run_1/metal_stack.png
Scale bar: 20 um.
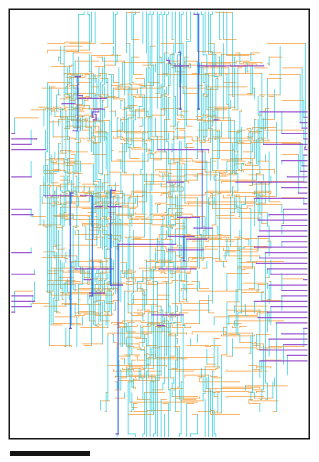
run_1/clock_map.png
Scale bar: 20 um.
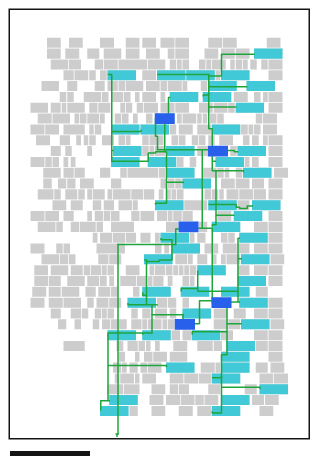
run_1/pins.png
Pins as bars across the die edge, other pins in gray.
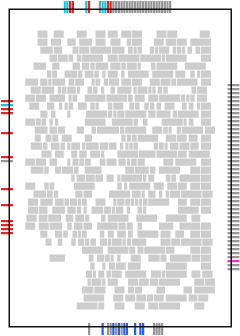
run_1/registers.png
Other sequential cells in the stronger gray, the rest of the logic in the fainter gray.
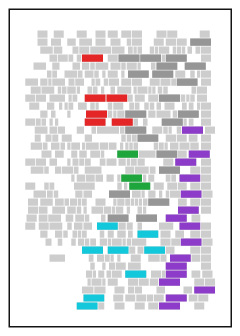
==> config.mk <==
export PLATFORM = sky130hd
export DESIGN_NAME = dmem_access_ctrl
export DESIGN_NICKNAME = d
export VERILOG_FILES = /design/src/rtl/dmem_access_ctrl.sv
export SDC_FILE = /design/constraint.sdc
export NUM_CORES = 1
export LEC_CHECK = 0
export CAP_MARGIN = 20
export CORE_ASPECT_RATIO = 1.5
export CORE_MARGIN = 5
export CORE_UTILIZATION = 49
export CTS_CLUSTER_DIAMETER = 30
export CTS_CLUSTER_SIZE = 16
export DETAILED_ROUTE_END_ITERATION = 12
export PLACE_DENSITY = 0.89
export SETUP_SLACK_MARGIN = 0.02
export SYNTH_ARGS = -nofsm -noshare
export SYNTH_HDL_FRONTEND = slang
export SYNTH_SLANG_ARGS = --single-unit
==> constraint.sdc <==
create_clock -name clk -period 4.8 [get_ports clk]
set_clock_uncertainty 0.05 [all_clocks]
set_input_delay 0.96 -clock clk [delete_from_list [all_inputs] [get_ports clk]]
set_output_delay 0.96 -clock clk [all_outputs]
set_load 0.02 [all_outputs]
==> flow_metrics.env, run 1 <==
# yosys + openroad results
export IMPL_outcome="finished, final reports clean"
export IMPL_comb_area_mm2=0.00189
export IMPL_htree_num_levels=2
export IMPL_relSlewSlack_pct=54.5
export IMPL_min_path_cells=2
export IMPL_leakagePower_nw=1.56
export IMPL_synth_cells=364
export IMPL_nClkBuffers=5
export IMPL_synthArstFlopShare_pct=0
export IMPL_ys_sh_adder_pct=7.09
export IMPL_ctsHoldBuffers=0
export IMPL_num_nonclk_buffers=113
export IMPL_setup_viol=0
export IMPL_route_met3_wl_um=577
export IMPL_vdd_drop_max_mv=0.110
export IMPL_power_total_w=0.000947
export IMPL_worstPathArrival_ns=4.42
export IMPL_switching_power_w=0.000276
export IMPL_cts_clk_slew_worst_paths_ns=0.09
export IMPL_routed_wl_met2_mm=4.90
export IMPL_worst_slew_pin_slew_ns=0.677
export IMPL_synth_top_flop_cell="dfxtp_1"
export IMPL_period_used_pct=88.0
export IMPL_xor_area_share_pct=2.82
export IMPL_drt_initial_drc_count=180
export IMPL_rows=35
export IMPL_top_power_group="sequential cells"
export IMPL_rsz0062_at_grt="no"
-- metal_stack.png (at the start) --
Cyan shows met2, wire length 4900 um. Purple shows met3, wire length 578 um. Orange shows met1, wire length 3290 um. Blue shows met4, wire length 208 um.
vias: 3161
routed len/inst: 16.7 um
Total GRT Usage: 21.7%
WL final: 8.98 mm

-- clock_map.png (at the start) --
Green shows clock wires, length 561 um. Blue shows cells driving clock nets, count 5. Cyan shows flip-flops, count 54.
There are 6 routed clock nets.
Clk. pwr: 0.000240 W
clk_lat worst skew: 0.30 ns

-- pins.png (at the start) --
Blue shows err_cnt, pins 8, direction output, edge bottom. Magenta shows resp_err, pins 1, direction output, edge right. Red shows req_base, pins 16, direction input, edge 11 left, 5 top. Cyan shows req_offset, pins 6, direction input, edge 5 top, 1 left.
All pins by edge: 47 right, 33 top, 17 bottom, 13 left.
Die Height: 108 um
IO Port Bufs: 109
Die W: 75.0 um

-- registers.png (at the start) --
Cyan shows err_cnt, flops 8, where bottom middle. Red shows mem_address, flops 6. Green shows state, flops 3. Purple shows resp_rdata, flops 16.
post-layout util: 69.5%
fraction of area in registers: 25.2%
Flop area: 0.00108 mm^2
Seq group: 0.000458 W

--- run 2 (diff from run 1) ---
CORE_MARGIN = unset   (was 5)
PLACE_DENSITY = unset   (was 0.89)
PLACE_DENSITY_LB_ADDON = 0.25   (was unset)
run_2/pins.png
Pins as bars across the die edge, other pins in gray.
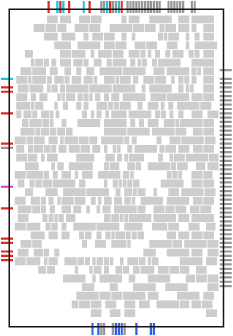
Red shows req_base, pins 16, direction input, edge 10 left, 6 top. Cyan shows req_offset, pins 6, direction input, edge 5 top, 1 left. Blue shows err_cnt, pins 8, direction output, edge bottom. Magenta shows resp_err, pins 1, direction output, edge left.
All pins by edge: 50 right, 35 top, 13 left, 12 bottom.
Die Height: 99.5 um
Die W: 67.0 um

run_2/registers.png
Other sequential cells in the stronger gray, the rest of the logic in the fainter gray.
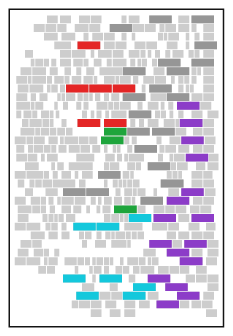
Green shows state, flops 3. Cyan shows err_cnt, flops 8, where bottom middle. Red shows mem_address, flops 6, where top middle. Purple shows resp_rdata, flops 16.
post-layout util: 69.9%
fraction of area in registers: 25.2%

==> run 2 against run 1 <==
Critical endpoint is now err_cnt[0]$_SDFFE_PP0P_. Largest cell class unchanged. Largest power group unchanged. Hold slack worse by 0.0036 ns. Clock-buffer cell count did not move. Highest routed layer unchanged. Register-to-register slack better by 0.16 ns. Sequential cell count did not move. Synthesized cell count unchanged. Area after synthesis did not move.
==> flow_metrics.env, run 2 <==
# yosys + openroad results
export IMPL_period_used_pct=89.5
export IMPL_ys_sh_adder_pct=7.09
export IMPL_gp_congestion=0.897
export IMPL_clock_latency_ns=0.30
export IMPL_relSlewSlack_pct=56.3
export IMPL_htree_num_levels=2
export IMPL_yosys_cells=364
export IMPL_route_met3_wl_um=467
export IMPL_drt_wl_total_mm=8.13
export IMPL_synth_cells=364
export IMPL_seq_power_w=0.000458
export IMPL_portBuffers=109
export IMPL_cp_end_kind="flop"
export IMPL_drt_initial_drc_count=196
export IMPL_worst_slew_pin_slew_ns=0.652
export IMPL_routed_wl_met2_mm=4.23
export IMPL_cp_slowest_stage_delay_ns=0.67
export IMPL_switching_power_w=0.000278
export IMPL_ctsHoldBuffers=0
export IMPL_min_path_cells=2
export IMPL_grt_usage_pct=23.9
export IMPL_regArea_mm2=0.00108
export IMPL_synthArstFlopShare_pct=0
export IMPL_setup_viol=0
export IMPL_synth_top_flop_cell="dfxtp_1"
export IMPL_xor_area_share_pct=2.82
export IMPL_vias=3113
export IMPL_power_total_w=0.000949
export IMPL_p_clk_w=0.000243
export IMPL_avgRoutedWirePerCell_um=15.2
export IMPL_num_nonclk_buffers=112
export IMPL_leakagePower_nw=1.56
export IMPL_outcome="finished, final reports clean"
export IMPL_nClkBuffers=5
export IMPL_cts_clk_slew_worst_paths_ns=0.09
export IMPL_comb_area_mm2=0.00189
export IMPL_dp_cells=529
export IMPL_largestClassByArea="combinational gates"
--- run 3 (diff from run 2) ---
MAX_ROUTING_LAYER = met4   (was unset)
run_3/clock_map.png
Scale bar: 20 um.
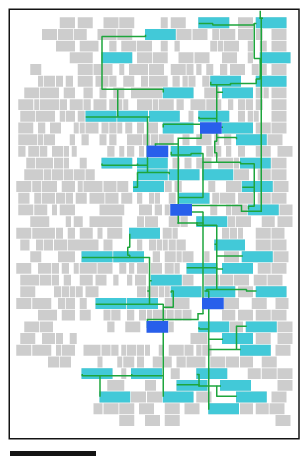
Blue shows cells driving clock nets, count 5. Green shows clock wires, length 613 um. Cyan shows flip-flops, count 54.
There are 6 routed clock nets.
Clk. pwr: 0.000246 W
Clk pwr share: 25.8%

run_3/pins.png
Pins as bars across the die edge, other pins in gray.
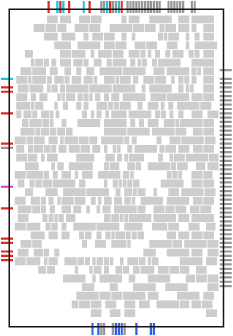
Cyan shows req_offset, pins 6, direction input, edge 5 top, 1 left. Blue shows err_cnt, pins 8, direction output, edge bottom. Red shows req_base, pins 16, direction input, edge 10 left, 6 top. Magenta shows resp_err, pins 1, direction output, edge left.

==> run 3 against run 2 <==
Die size unchanged. Area after synthesis stayed put. Sequential power is essentially flat. Via count grew 0.48%. Hold slack got worse by 0.0011 ns. Maximum frequency shrank 0.31%. Register-to-register slack got worse by 0.02 ns. Final cell count unchanged. Largest power group unchanged. Final area did not move. Sequential share of layout area unchanged.
==> flow_metrics.env, run 3 <==
# yosys + openroad results
export IMPL_outcome="finished, final reports clean"
export IMPL_cp_slowest_stage_delay_ns=0.67
export IMPL_clock_latency_ns=0.30
export IMPL_synth_cells=364
export IMPL_htree_num_levels=2
export IMPL_comb_area_mm2=0.00189
export IMPL_grt_usage_pct=24.6
export IMPL_ys_sh_adder_pct=7.09
export IMPL_dp_cells=529
export IMPL_drt_wl_total_mm=8.21
export IMPL_route_met3_wl_um=471
export IMPL_setup_viol=0
export IMPL_period_used_pct=89.8
export IMPL_vdd_drop_max_mv=0.121
export IMPL_synthArstFlopShare_pct=0
export IMPL_top_power_group="sequential cells"
export IMPL_cts_clk_slew_worst_paths_ns=0.09
export IMPL_portBuffers=109
export IMPL_synth_top_flop_cell="dfxtp_1"
export IMPL_die_height_um=99.5

==> screenshots <==
The clock network.
picture 1
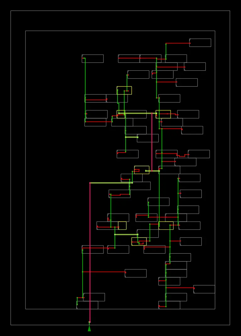
picture 2
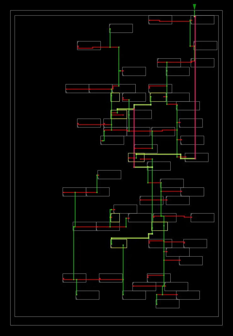
| picture | from |
|---|---|
| picture 2 | run 2 |
| picture 1 | run 1 |

Power figures rest on the tool's default switching activity, not on a simulated workload.
